$ cat src/rtl/instr_fetch_unit.sv
// Fetch sequencer: reads the word at the current PC over a req/ack handshake,
// latches it as the instruction register and pulses IncPC/PC_enable once per fetch.
module instr_fetch_unit #(
  parameter int ADDR_WIDTH = 9,
  parameter int TIMEOUT    = 16
) (
  input  logic                  clk,
  input  logic                  reset,
  input  logic                  fetch_go,
  input  logic [31:0]           pc_in,
  output logic [ADDR_WIDTH-1:0] mem_addr,
  output logic                  mem_rd,
  input  logic                  mem_ack,
  input  logic [31:0]           mem_data,
  output logic [31:0]           ir_out,
  output logic                  ir_valid,
  input  logic                  instr_ack,
  output logic                  IncPC,
  output logic                  PC_enable,
  output logic                  busy,
  output logic                  fetch_err,
  output logic [15:0]           fetch_count
);

  typedef enum logic [1:0] {
    S_IDLE  = 2'd0,
    S_REQ   = 2'd1,
    S_VALID = 2'd2
  } state_e;

  localparam logic [7:0] TMO_LAST = 8'(TIMEOUT - 1);

  state_e                state_q, state_d;
  logic [7:0]            tmo_cnt_q, tmo_cnt_d;
  logic [ADDR_WIDTH-1:0] mem_addr_q, mem_addr_d;
  logic                  mem_rd_q, mem_rd_d;
  logic [31:0]           ir_q, ir_d;
  logic                  ir_valid_q, ir_valid_d;
  logic                  inc_pc_q, inc_pc_d;
  logic                  busy_q, busy_d;
  logic                  err_q, err_d;
  logic [15:0]           count_q, count_d;
  logic                  pc_in_range;

  assign pc_in_range = (pc_in[31:ADDR_WIDTH] == {(32-ADDR_WIDTH){1'b0}});

  // Next-state and next-output logic for the IDLE/REQ/VALID sequencer
  always_comb begin
    state_d    = state_q;
    tmo_cnt_d  = tmo_cnt_q;
    mem_addr_d = mem_addr_q;
    mem_rd_d   = mem_rd_q;
    ir_d       = ir_q;
    ir_valid_d = ir_valid_q;
    inc_pc_d   = 1'b0;
    err_d      = err_q;
    count_d    = count_q;

    case (state_q)
      S_IDLE: begin
        if (fetch_go) begin
          if (pc_in_range) begin
            mem_addr_d = pc_in[ADDR_WIDTH-1:0];
            mem_rd_d   = 1'b1;
            tmo_cnt_d  = 8'd0;
            state_d    = S_REQ;
          end else begin
            err_d = 1'b1;
          end
        end else begin
          state_d = S_IDLE;
        end
      end
      S_REQ: begin
        if (mem_ack) begin
          ir_d       = mem_data;
          mem_rd_d   = 1'b0;
          inc_pc_d   = 1'b1;
          ir_valid_d = 1'b1;
          count_d    = count_q + 16'd1;
          state_d    = S_VALID;
        end else if (tmo_cnt_q == TMO_LAST) begin
          // Abort: IR and its valid flag are left untouched
          mem_rd_d = 1'b0;
          err_d    = 1'b1;
          state_d  = S_IDLE;
        end else begin
          tmo_cnt_d = tmo_cnt_q + 8'd1;
        end
      end
      S_VALID: begin
        if (instr_ack) begin
          ir_valid_d = 1'b0;
          state_d    = S_IDLE;
        end else begin
          ir_valid_d = 1'b1;
        end
      end
      default: begin
        state_d    = S_IDLE;
        mem_rd_d   = 1'b0;
        ir_valid_d = 1'b0;
      end
    endcase

    busy_d = (state_d != S_IDLE);
  end

  // State and output registers with synchronous reset
  always_ff @(posedge clk) begin
    if (reset) begin
      state_q    <= S_IDLE;
      tmo_cnt_q  <= 8'd0;
      mem_addr_q <= {ADDR_WIDTH{1'b0}};
      mem_rd_q   <= 1'b0;
      ir_q       <= 32'd0;
      ir_valid_q <= 1'b0;
      inc_pc_q   <= 1'b0;
      busy_q     <= 1'b0;
      err_q      <= 1'b0;
      count_q    <= 16'd0;
    end else begin
      state_q    <= state_d;
      tmo_cnt_q  <= tmo_cnt_d;
      mem_addr_q <= mem_addr_d;
      mem_rd_q   <= mem_rd_d;
      ir_q       <= ir_d;
      ir_valid_q <= ir_valid_d;
      inc_pc_q   <= inc_pc_d;
      busy_q     <= busy_d;
      err_q      <= err_d;
      count_q    <= count_d;
    end
  end

  // One flop drives both strobes so PC_enable can never appear without IncPC
  assign mem_addr    = mem_addr_q;
  assign mem_rd      = mem_rd_q;
  assign ir_out      = ir_q;
  assign ir_valid    = ir_valid_q;
  assign IncPC       = inc_pc_q;
  assign PC_enable   = inc_pc_q;
  assign busy        = busy_q;
  assign fetch_err   = err_q;
  assign fetch_count = count_q;

endmodule

$ cat config.mk
export PLATFORM = sky130hd
export DESIGN_NAME = instr_fetch_unit
export DESIGN_NICKNAME = d
export VERILOG_FILES = /design/src/rtl/instr_fetch_unit.sv
export SDC_FILE = /design/constraint.sdc
export NUM_CORES = 1
export LEC_CHECK = 0
export CORE_ASPECT_RATIO = 0.8
export CORE_MARGIN = 2
export CORE_UTILIZATION = 32
export DETAILED_ROUTE_END_ITERATION = 7
export GPL_ROUTABILITY_DRIVEN = 0
export PLACE_DENSITY = 0.64
export SLEW_MARGIN = 15
export SYNTH_ARGS = -nofsm -noshare
export SYNTH_HDL_FRONTEND = slang
export SYNTH_SLANG_ARGS = --single-unit
$ cat constraint.sdc
create_clock -name clk -period 2.8 [get_ports clk]
set_input_delay 0.56 -clock clk [delete_from_list [all_inputs] [get_ports clk]]
set_output_delay 0.56 -clock clk [all_outputs]
set_load 0.005 [all_outputs]
Figure 1. Sequential cells grouped by signal name (run 1).
Other sequential cells in the stronger grey, the rest of the logic in the fainter grey.
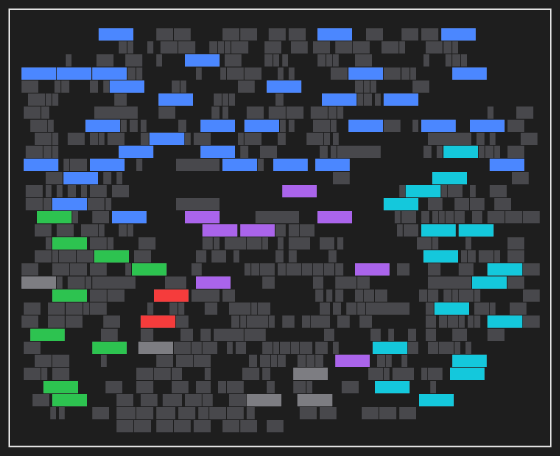
`tmo_cnt_q` -> purple  # flops 8, where middle
`fetch_count` -> cyan  # flops 16
`mem_addr` -> green  # flops 9
`ir_out` -> blue  # flops 32, where a band across the top
`state_q` -> red  # flops 2
not coloured = 5
final core utilization: 51.5%
Seq/total area: 30.7%
sequential group power: 0.00103 W

Figure 2. Cells by drive strength (run 1).
Bar = 20 µm.
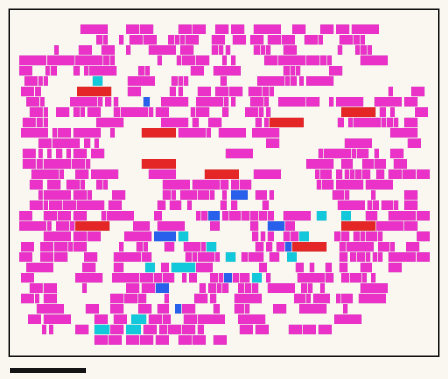
x1 and smaller -> magenta  # cells 460, share 93%, most used clkdlybuf4s50_1
x2 -> blue  # cells 9, share 1.8%
x6 and larger -> red  # cells 9, share 1.8%, most used clkbuf_16
x3 and x4 -> cyan  # cells 14, share 2.8%, most used buf_4
number of non-clock buffers: 141
post-layout worst setup margin: 0.619 ns
Area Overhead vs Synth: 56.1%

Figure 3. Selected gate families (run 1).
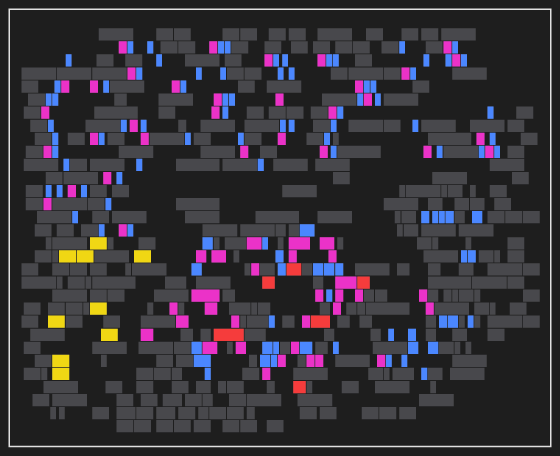
mux cells -> yellow  # cells 9
non-inverting ao/oa cells -> red  # cells 6
nand cells -> blue  # cells 101, where all over the die
aoi and oai cells -> magenta  # cells 62, where all over the die
most numerous logic cell after layout: clkdlybuf4s50_1
number of non-filler instances in the completed layout: 607
fraction of standard cell area in multi-input logic: 31.1%

==> qor.json, run 1 <==
{
  "status": {"value": "complete, no violations"},
  "fillerInstances": {"value": 844},
  "tns": {"value": 0, "unit": "ns"},
  "grt_pass1_wl": {"value": 13700, "unit": "µm"},
  "floorplan.nets": {"value": 433},
  "layout.area.comb": {"value": 1460, "unit": "µm²"},
  "final_cell_area": {"value": 4700, "unit": "µm²"},
  "flip_flops_with_a_built_in_enable": {"value": 0},
  "post-synth-top-count-cell": {"value": "nand2_1"},
  "timing.rr.start": {"value": "state_q[1]$_SDFF_PP0_"},
  "detailedRoute.firstPassIterationCount": {"value": 4},
  "post_drt_via_cell_ratio": {"value": 4.77},
  "report.final.hold_viol_count": {"value": 0},
  "cts_repair_resize_count": {"value": 0},
  "post_synth_instance_area": {"value": 3010, "unit": "µm²"},
  "worst_ep_required_time": {"value": 3.04, "unit": "ns"},
  "synth.top_cell.area_share": {"value": 47.9, "unit": "%"},
  "post-cts-setup-buffers": {"value": 0},
  "fp_util": {"value": 33.0, "unit": "%"},
  "clk_root_buffer_cell": {"value": "clkbuf_16"},
  "num-nets-final": {"value": 565},
  "synth.lib_cells_used.distinct": {"value": 47},
  "routed_wl": {"value": 8030, "unit": "µm"},
  "fmaxAchievable": {"value": 459, "unit": "MHz"},
  "synth.yosys.num_cells": {"value": 358},
  "core_region_area": {"value": 9110, "unit": "µm²"},
  "final_setup_violation_count": {"value": 0},
  "std_cell_rows": {"value": 31},
  "antenna_cells": {"value": 0},
  "routed-via-count": {"value": 2898},
  "crit_fanout": {"value": 8},
  "numCtsBuffers": {"value": 9},
  "chip_area": {"value": 10200, "unit": "µm²"},
  "cts.path.max_buffers": {"value": 2},
  "critical_path.reg2reg.endpoint": {"value": "tmo_cnt_q[5]$_SDFFE_PP0P_"},
  "clkLatencyLatePin": {"value": 0.33, "unit": "ns"},
  "portBuffers": {"value": 131},
  "worst_hold_path_type": {"value": "register to register"},
  "cts_htree_levels": {"value": 3},
  "drt-wirelength-per-cell": {"value": 13.2, "unit": "µm"},
  "cap_viol_max_count": {"value": 0},
  "fin_crit_sh": {"value": 77.9, "unit": "%"},
  "hold-path-cell-count": {"value": 2},
  "grt_remaining_overflow": {"value": 0},
  "drt.antenna.violating_nets": {"value": 0},
  "cellPowerDensity": {"value": 451, "unit": "nW/µm²"},
  "end_kind": {"value": "register"},
  "timing_worst_slew_pin_value": {"value": 0.533, "unit": "ns"},
  "log.warning_count": {"value": 29},
  "synth-area-yosys": {"value": 3010, "unit": "µm²"},
  "post-route-drc-count": {"value": 0},
  "floorplan.die.height": {"value": 90.8, "unit": "µm"},
  "hold_path.startpoint": {"value": "ir_out[26]$_SDFFE_PP0P_"},
  "dpl-instance-area": {"value": 4460, "unit": "µm²"},
  "maxSlewViolCount": {"value": 0},
  "rsz0062_at_grt": {"value": "false"},
  "ir_worst_vdd": {"value": 0.334, "unit": "mV"}
}
[run 1: sequential cells by signal (all words and copies together), names as in the netlist]
name	cells
state_q	2
busy	1
mem_rd	1
tmo_cnt_q	8
fetch_count	16
fetch_err	1
IncPC	1
ir_out	32
mem_addr	9
ir_valid	1
[run 1: power breakdown]
group	internal, W	total, W	switching, W	leakage, nW
Sequential	0.00103	0.00103	0.000000787	0.580
Combinational	0.0000916	0.000128	0.0000362	0.983
Clock	0.000581	0.000964	0.000384	0.121
Total	0.00170	0.00212	0.000421	1.68
[run 1: area by class of cell]
type,instances,share of cell area [%]
repair buffers,141,29.4
clock inverters,2,0.213
flip-flops and latches,72,30.7
clock buffers,11,4.95
multi-input cells,258,31.1
well taps,115,3.06
inverters,8,0.639
[run 1: critical path: stages]
cell,delay (ns)
clkdlybuf4s50_1,0.40
or4_4,0.55
nor2_4,0.16
nand3_2,0.11
a211o_4,0.41
o32ai_2,0.24
[run 1: worst max-delay path by stage]
stage                   start                        end  slack (ns)
global route        pc_in[13]  tmo_cnt_q[5]$_SDFFE_PP0P_        0.56
CTS                 pc_in[13]  tmo_cnt_q[5]$_SDFFE_PP0P_        0.63
finish              pc_in[13]  tmo_cnt_q[5]$_SDFFE_PP0P_        0.62
global placement    pc_in[13]  tmo_cnt_q[5]$_SDFFE_PP0P_        0.30
floorplan           pc_in[13]  tmo_cnt_q[5]$_SDFFE_PP0P_        0.77
detailed placement  pc_in[13]  tmo_cnt_q[5]$_SDFFE_PP0P_        0.28
[run 1: routing by layer]
layer / global-route usage [%] / vias to the layer above / share of wire, %
met5: 0 / - / 0
met4: 5.39 / 0 / 1.1
met3: 6.98 / 8 / 7.1
met2: 25.9 / 74 / 46
met1: 20.4 / 1337 / 46
li1: - / 1479 / -
[run 1: placed cells by master (no fill, tap or decap), types with 6 or more instances in the layout]
cell | netlist | final
clkdlybuf4s50_1 | 0 | 130
nand2_1 | 79 | 79
dfxtp_1 | 72 | 72
a21oi_1 | 39 | 39
nor2_1 | 30 | 30
xor2_1 | 10 | 10
buf_4 | 1 | 10
mux2i_1 | 9 | 9
clkbuf_16 | 0 | 9
inv_1 | 8 | 8
nand3_1 | 8 | 8
nand4_1 | 6 | 6
o21ai_1 | 6 | 6
ha_1 | 6 | 6
[run 1: kinds of logic (layout without fill, tap and decap cells)]
group	count (synthesis)	in the layout	share of synthesized area, %
DFF	72	72	47.9
muxes	9	9	2.99
buffers and inverters	28	162	3.66
and+or+nand+nor	161	161	24.9
AOI/OAI and AO/OA	68	68	14.0
adders and majority gates	6	6	2.49
xor gates and xnor gates	14	14	4.07
[run 1: through the flow]
step                worst slack, ns  util [%]  power, W  std cells
CTS                           0.632      51.5   0.00215        607
finish                        0.619      51.5   0.00212        607
global placement              0.305      48.9   0.00118        594
floorplan                     0.774         -   0.00107        358
detailed placement            0.282      48.9   0.00118        594
global route                  0.564      51.5   0.00221        607
==> run 2, diff against run 1 <==
--- a/config.mk
+++ b/config.mk
@@ -10,7 +10,7 @@
 export CORE_UTILIZATION = 32
 export DETAILED_ROUTE_END_ITERATION = 7
 export GPL_ROUTABILITY_DRIVEN = 0
-export PLACE_DENSITY = 0.64
+export PLACE_DENSITY = 0.66
 export SLEW_MARGIN = 15
 export SYNTH_ARGS = -nofsm -noshare
 export SYNTH_HDL_FRONTEND = slang
==> constraint.sdc (replaced) <==
create_clock -name clk -period 1.9 [get_ports clk]
set_input_delay 0.38 -clock clk [delete_from_list [all_inputs] [get_ports clk]]
set_output_delay 0.38 -clock clk [all_outputs]
set_load 0.005 [all_outputs]
Figure 4. Metal 4 (run 2).
Supply wires on this layer in grey.
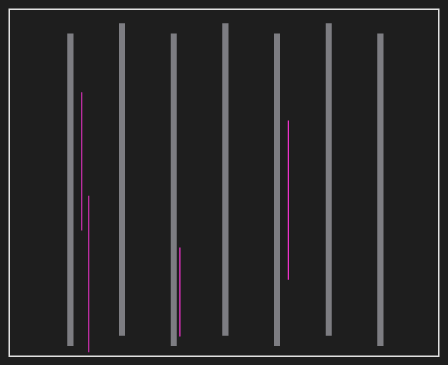
wire length on this layer = 141 µm
nets with wire on the layer = 3
main direction = vertical
longest straight run = 41.5 µm
total number of vias: 2990
post-detailed-routing wire length: 8580 µm

==> run 2 against run 1 <==
Effect of this change:
- the run now ends with negative setup slack left
- first-iteration DRC count up 20%
- sequential power up 47%
- critical path depth up 2
- setup slack worse by 0.62 ns
- synthesized area unchanged
==> qor.json, run 2 <==
{
  "topCellsByArea": {"value": "dfxtp_1, nand2_1, a21oi_1"},
  "seq_power_share": {"value": 46.7, "unit": "%"},
  "die_width": {"value": 112, "unit": "µm"},
  "numCtsBuffers": {"value": 9},
  "ys_seq_share": {"value": 47.9, "unit": "%"},
  "cellPowerDensity": {"value": 652, "unit": "nW/µm²"},
  "worst_hold_path_type": {"value": "register to register"},
  "floorplan.nets": {"value": 433},
  "dpl-instance-area": {"value": 4570, "unit": "µm²"},
  "portBuffers": {"value": 131},
  "largest_register_ff_count": {"value": 32},
  "timing.critical_path.arrival": {"value": 2.12, "unit": "ns"},
  "worst_ep_required_time": {"value": 2.12, "unit": "ns"},
  "violations": {"value": "negative setup slack"},
  "synthArstFlopShare": {"value": 0, "unit": "%"},
  "worst_setup_path_startpoint": {"value": "pc_in[12]"},
  "detailedRoute.firstPassIterationCount": {"value": 4},
  "crit_fanout": {"value": 5},
  "cts_htree_levels": {"value": 3},
  "drt-initial-drc-count": {"value": 143},
  "drt.antenna.violating_nets": {"value": 0},
  "cell_internal_pwr": {"value": 0.00259, "unit": "W"},
  "ir_worst_vdd": {"value": 0.587, "unit": "mV"},
  "hold_path.startpoint": {"value": "ir_out[29]$_SDFFE_PP0P_"},
  "num-nets-final": {"value": 579},
  "flop_cell": {"value": "dfxtp_1"},
  "drt-wirelength-per-cell": {"value": 13.8, "unit": "µm"},
  "status": {"value": "finished with violations"},
  "static-leakage-power": {"value": 1.89, "unit": "nW"},
  "post-synth-top-count-cell": {"value": "nand2_1"},
  "dp_hpwl": {"value": 6040, "unit": "µm"},
  "flip_flops_with_a_built_in_enable": {"value": 0},
  "post_synth_instance_area": {"value": 3010, "unit": "µm²"},
  "met2WireLength": {"value": 3870, "unit": "µm"},
  "std_cell_rows": {"value": 31},
  "synth.top_cell.area_share": {"value": 47.9, "unit": "%"},
  "timing.max_slew.rel_slack": {"value": 58.1, "unit": "%"},
  "final_cell_area": {"value": 4970, "unit": "µm²"},
  "grt_pass1_wl": {"value": 13800, "unit": "µm"},
  "final_common_cell": {"value": "clkdlybuf4s50_1"},
  "report.final.hold_viol_count": {"value": 0},
  "fin_crit_sh": {"value": 100, "unit": "%"},
  "synth.cells.most_frequent": {"value": "nand2_1, dfxtp_1, a21oi_1"},
  "worst_setup_hold_path_clk_slew": {"value": 0.05, "unit": "ns"},
  "end_kind": {"value": "register"},
  "maxSlewViolCount": {"value": 0},
  "power_switching": {"value": 0.000647, "unit": "W"},
  "min_period": {"value": 1.90, "unit": "ns"},
  "share_of_power_burned_in_combinational_logic": {"value": 6.0, "unit": "%"},
  "antenna_cells": {"value": 0},
  "timing_worst_slew_pin_value": {"value": 0.629, "unit": "ns"},
  "gate_count_after_technology_mapping": {"value": 358},
  "chip_area": {"value": 10200, "unit": "µm²"},
  "fraction_of_final_layout_cells_sized_beyond_drive_strength_1": {"value": 11.6, "unit": "%"},
  "first_global_vias": {"value": 2922},
  "wl_met3": {"value": 592, "unit": "µm"},
  "fp_util": {"value": 33.0, "unit": "%"},
  "log.warning_count": {"value": 29},
  "synth.yosys.num_cells": {"value": 358},
  "cts.path.max_buffers": {"value": 2},
  "switching_share": {"value": 20.0, "unit": "%"},
  "clk_root_buffer_cell": {"value": "clkbuf_16"},
  "tns": {"value": -0.000588, "unit": "ns"},
  "grt_remaining_overflow": {"value": 0},
  "synth.lib_cells_used.distinct": {"value": 47},
  "layout_top_cells_excl_fill_tap": {"value": "clkdlybuf4s50_1, nand2_1, dfxtp_1"},
  "post_drt_via_cell_ratio": {"value": 4.80},
  "post-route-drc-count": {"value": 0},
  "ioPinCount": {"value": 132},
  "floorplan.die.height": {"value": 90.8, "unit": "µm"},
  "cap_viol_max_count": {"value": 0},
  "avgSynthCellArea": {"value": 8.41, "unit": "µm²"},
  "p_clk_share": {"value": 47.3, "unit": "%"},
  "core_region_area": {"value": 9110, "unit": "µm²"},
  "design_power_total": {"value": 0.00324, "unit": "W"},
  "timing.rr.start": {"value": "tmo_cnt_q[1]$_SDFFE_PP0P_"},
  "tritoncts": {"value": "yes"},
  "cts.sinks": {"value": 72},
  "area_overhead_vs_synth": {"value": 65.1, "unit": "%"},
  "layout.core_utilization": {"value": 54.5, "unit": "%"},
  "fin_ws": {"value": -0.000588, "unit": "ns"},
  "final_setup_violation_count": {"value": 1},
  "m1WireLength": {"value": 3970, "unit": "µm"},
  "fmaxAchievable": {"value": 526, "unit": "MHz"},
  "top_layer": {"value": "met4"},
  "synth-area-yosys": {"value": 3010, "unit": "µm²"},
  "yosys_warn_count": {"value": 0},
  "reg2reg_setup_slack": {"value": 0.10, "unit": "ns"},
  "grt_max_degree": {"value": 35}
}
Figure 5. Routed clock nets over the placement (run 2).
Bar = 20 µm.
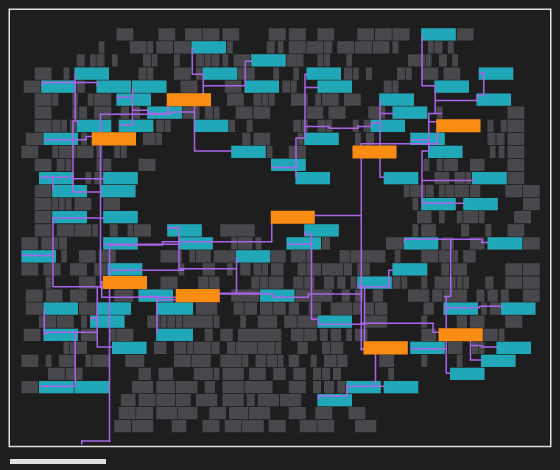
flip-flops -> cyan  # count 72
clock-net drivers -> orange  # count 9
clock wires -> purple  # length 984 µm
routed clock nets = 10
power in the clock group: 0.00153 W
source-to-sink clock delay at the later pin of the worst-skew pair: 0.33 ns

run 2: path summary, 6_finish.rpt:
| check | end | cells past startpoint |
|---|---|---|
| max | mem_addr[0]$_SDFFE_PP0P_ | 8 |
| max reg2reg | busy$_SDFF_PP0_ | 7 |
| min | ir_out[29]$_SDFFE_PP0P_ | 2 |
| min reg2reg | ir_out[29]$_SDFFE_PP0P_ | 2 |
run 2: power by group through the flow:
stage               combinational (W)  sequential [W]  clock, W
finish                       0.000193         0.00151   0.00153
detailed placement           0.000193         0.00155         0
global route                 0.000206         0.00151   0.00166
floorplan                   0.0000327         0.00155         0
global placement             0.000192         0.00155         0
CTS                          0.000190         0.00151   0.00158
run 2: what timing repair did:
| item | 4_1_cts | 5_1_grt |
|---|---|---|
| gates cloned | 1 | 0 |
| pin swaps | 8 | 12 |
| resized | 10 | 31 |
| endpoints found under the setup margin | 14 | 22 |
| buffers inserted | 0 | 1 |
run 2: kinds of logic after synthesis:
kind of cell               count (synthesis)  share of synthesized area (%)
adders and majority gates                  6                           2.49
AOI/OAI and AO/OA                         68                           14.0
buffers and inverters                     28                           3.66
DFF                                       72                           47.9
muxes                                      9                           2.99
and+or+nand+nor                          161                           24.9
xor gates and xnor gates                  14                           4.07
run 2: worst max-delay path, stage by stage:
cell and delay [ns]:
clkdlybuf4s50_1 0.44, nor4_2 0.26, and4_4 0.30, buf_6 0.10, nand4_1 0.21, buf_6 0.23
mux2i_1 0.15, nor2_1 0.06
run 2: final cells by class:
cell class	count	area (µm²)
Inverter	8	30.0
Tap cell	115	144
Multi-Input combinational cell	258	1530
Sequential cell	72	1440
Clock buffer	15	268
Timing Repair Buffer	155	1550
Fill cell	841	4150
run 2: metrics by stage:
step | std cells | hold WS (ns) | worst slack (ns)
finish | 623 | 0.450 | -0.000588
detailed placement | 606 | 0.446 | -0.421
floorplan | 358 | 0.453 | 0.0535
global placement | 606 | 0.441 | -0.386
global route | 623 | 0.465 | -0.0932
CTS | 622 | 0.453 | 0.00238
run 2: metal layers:
metal / vias up / global-route usage (%)
li1: 1508 / -
met1: 1384 / 21.2
met2: 86 / 26.3
met3: 12 / 6.24
met4: 0 / 5.89
met5: - / 0
==> run 3, diff against run 2 <==
--- a/config.mk
+++ b/config.mk
@@ -5,7 +5,6 @@
 export SDC_FILE = /design/constraint.sdc
 export NUM_CORES = 1
 export LEC_CHECK = 0
-export CORE_ASPECT_RATIO = 0.8
 export CORE_MARGIN = 2
 export CORE_UTILIZATION = 32
 export DETAILED_ROUTE_END_ITERATION = 7
Figure 6. Clock routing (run 3).
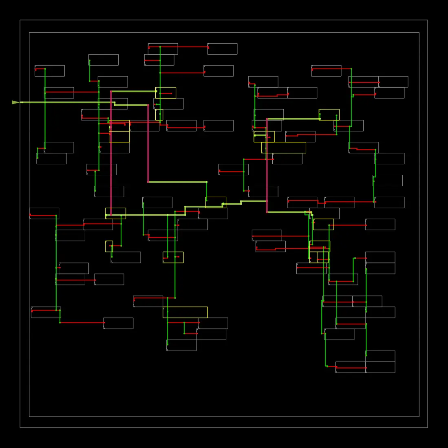
final sequential cell count: 72
power in the clock group: 0.00134 W
number of buffers created by CTS: 9
sink count of the clock tree: 72

==> run 3 against run 2 <==
Effect of this change:
- the flow now finishes without violations
- highest routed layer unchanged
- clock skew increased by 0.0081 ns
- worst hold slack better by 0.0042 ns
- flip-flop count did not move
- sequential share of layout area up 0.60 points
- sequential power about the same
- clock-buffer cell count down 5
- critical path depth down 2
- first-iteration DRC count down 36%
- global-route usage shrank 0.64 points
- die size is essentially flat
==> qor.json, run 3 <==
{
  "tritoncts": {"value": "yes"},
  "fmaxAchievable": {"value": 532, "unit": "MHz"},
  "grt_remaining_overflow": {"value": 0},
  "die_width": {"value": 101, "unit": "µm"},
  "ioPinCount": {"value": 132},
  "fin_crit_sh": {"value": 99.0, "unit": "%"},
  "ir_worst_vdd": {"value": 0.364, "unit": "mV"},
  "path_cells": {"value": "clkdlybuf4s50_1 > or4_4 > nor2_4 > nand3_2 > a211o_4 > o32ai_2"},
  "final_setup_violation_count": {"value": 0},
  "detailedRoute.firstPassIterationCount": {"value": 4},
  "timing.critical_path.arrival": {"value": 2.13, "unit": "ns"},
  "avgSynthCellArea": {"value": 8.41, "unit": "µm²"},
  "fillerInstances": {"value": 865},
  "post-route-drc-count": {"value": 0},
  "first_global_vias": {"value": 2802},
  "use_met3": {"value": 5.41, "unit": "%"},
  "status": {"value": "complete, no violations"},
  "end_kind": {"value": "register"},
  "drt-wirelength-per-cell": {"value": 13.0, "unit": "µm"},
  "fraction_of_final_layout_cells_sized_beyond_drive_strength_1": {"value": 11.9, "unit": "%"},
  "clk_root_buffer_cell": {"value": "clkbuf_8"},
  "timing.rr.start": {"value": "tmo_cnt_q[0]$_SDFFE_PP0P_"},
  "worst_path_dominant_cell_family": {"value": "simple AND/OR/NAND/NOR gates"},
  "floorplan.nets": {"value": 433},
  "crit_fanout": {"value": 8},
  "floorplan.die.height": {"value": 101, "unit": "µm"},
  "cts_htree_levels": {"value": 3},
  "hold-path-cell-count": {"value": 2},
  "post_drt_via_cell_ratio": {"value": 4.77},
  "hold_end": {"value": "ir_out[20]$_SDFFE_PP0P_"},
  "globalRoute.busiestLayer": {"value": "met2"},
  "synth.lib_cells_used.distinct": {"value": 47},
  "dpl-instance-area": {"value": 4560, "unit": "µm²"},
  "worst_path_largest_cell_delay": {"value": 0.43, "unit": "ns"},
  "topCellsByArea": {"value": "dfxtp_1, nand2_1, a21oi_1"},
  "rsz0062_at_grt": {"value": "true"},
  "hold_path.startpoint": {"value": "ir_out[20]$_SDFFE_PP0P_"},
  "timing.max_slew.rel_slack": {"value": 68.2, "unit": "%"},
  "worst_setup_hold_path_clk_slew": {"value": 0.07, "unit": "ns"},
  "min_period": {"value": 1.88, "unit": "ns"},
  "fin_ws": {"value": 0.0194, "unit": "ns"},
  "worst_hold_path_type": {"value": "register to register"},
  "critical-path-slowest-cell": {"value": "or4_4"},
  "met2_usage": {"value": 26.7, "unit": "%"},
  "largest_register_ff_count": {"value": 32}
}
Figure 7. Routed clock nets over the placement (run 3).
Bar = 20 µm.
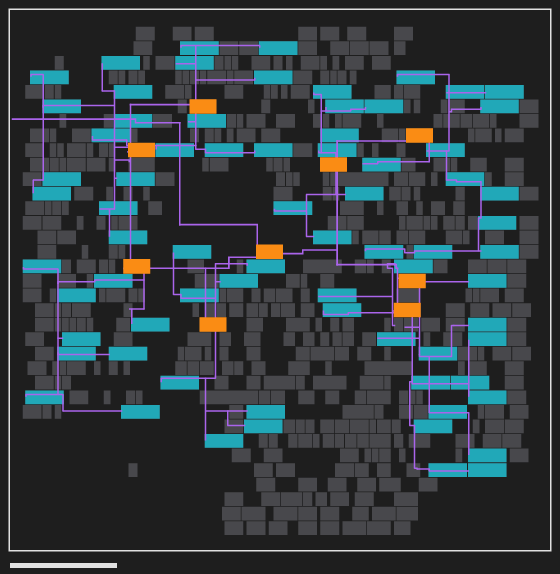
clock-net drivers -> orange  # count 9
flip-flops -> cyan  # count 72
clock wires -> purple  # length 933 µm
routed clock nets = 10
source-to-sink clock delay at the later pin of the worst-skew pair: 0.34 ns
Clk network pwr share: 44.0%
clock skew: 0.0118 ns

run 3: netlist changes by cell type in the layout (fill, tap and decap cells not counted), moves of 3 or more:
| cell | change |
|---|---|
| buf_4 | +7 |
| buf_6 | -4 |
| clkbuf_1 | -4 |
| clkbuf_16 | -9 |
| clkbuf_8 | +8 |
| clkdlybuf4s50_1 | +11 |
| clkinv_2 | +3 |
| dlymetal6s2s_1 | -7 |
run 3: stage by stage:
stage	instances	hold WS (ns)	power [W]	TNS [ns]	utilization, %
floorplan	358	0.453	0.00158	0	-
global placement	603	0.442	0.00174	-11.10	49.6
detailed placement	603	0.446	0.00174	-12.62	49.6
CTS	620	0.456	0.00308	0	52.2
global route	622	0.475	0.00316	-0.0257	52.9
finish	622	0.455	0.00304	0	52.9
run 3: area by class of cell:
cell class	instances	share of cell area [%]
Multi-Input combinational cell	258	31.0
Tap cell	111	2.86
Clock buffer	10	2.83
Sequential cell	72	29.7
Timing Repair Buffer	157	31.4
Clock inverter	6	1.70
Inverter	8	0.618
run 3: tightest hold or removal path: stages, from the launching register on:
cell and delay [ns]:
dfxtp_1 0.31, nand2_1 0.05, a21oi_1 0.05
run 3: worst max-delay path by stage:
stage / endpoint / slack, ns / depth (start not counted)
2_1_floorplan: tmo_cnt_q[5]$_SDFFE_PP0P_ / 0.05 / 5
3_3_place_gp: tmo_cnt_q[5]$_SDFFE_PP0P_ / -0.39 / 6
3_5_place_dp: tmo_cnt_q[5]$_SDFFE_PP0P_ / -0.45 / 6
4_1_cts: tmo_cnt_q[5]$_SDFFE_PP0P_ / 0.004 / 6
5_1_grt: tmo_cnt_q[5]$_SDFFE_PP0P_ / -0.02 / 6
6_report: tmo_cnt_q[5]$_SDFFE_PP0P_ / 0.02 / 6
run 3: kinds of logic after synthesis:
logic type | count (synthesis) | synth area share (%)
AOI/OAI and AO/OA | 68 | 14.0
muxes | 9 | 2.99
DFF | 72 | 47.9
buffers and inverters | 28 | 3.66
and+or+nand+nor | 161 | 24.9
xor gates and xnor gates | 14 | 4.07
adders and majority gates | 6 | 2.49
run 3: what timing repair did:
item	4_1_cts	5_1_grt
endpoints found under the setup margin	11	19
pin swaps	5	8
hold endpoints to repair	0	0
gates resized	4	13
setup buffers	1	2
run 3: metal layers:
layer | part of all wire (%) | up-vias
met2 | 47 | 92
met3 | 7.0 | 9
met1 | 45 | 1361
met5 | 0 | -
li1 | - | 1507
met4 | 0.89 | 0
run 3: power by group:
group	internal [W]	leakage [nW]	total, W	switching [W]
Sequential	0.00151	0.580	0.00151	0.00000123
Clock	0.000768	0.112	0.00134	0.000572
Combinational	0.000136	1.11	0.000193	0.0000572
Power and IR drop assume default switching activity.
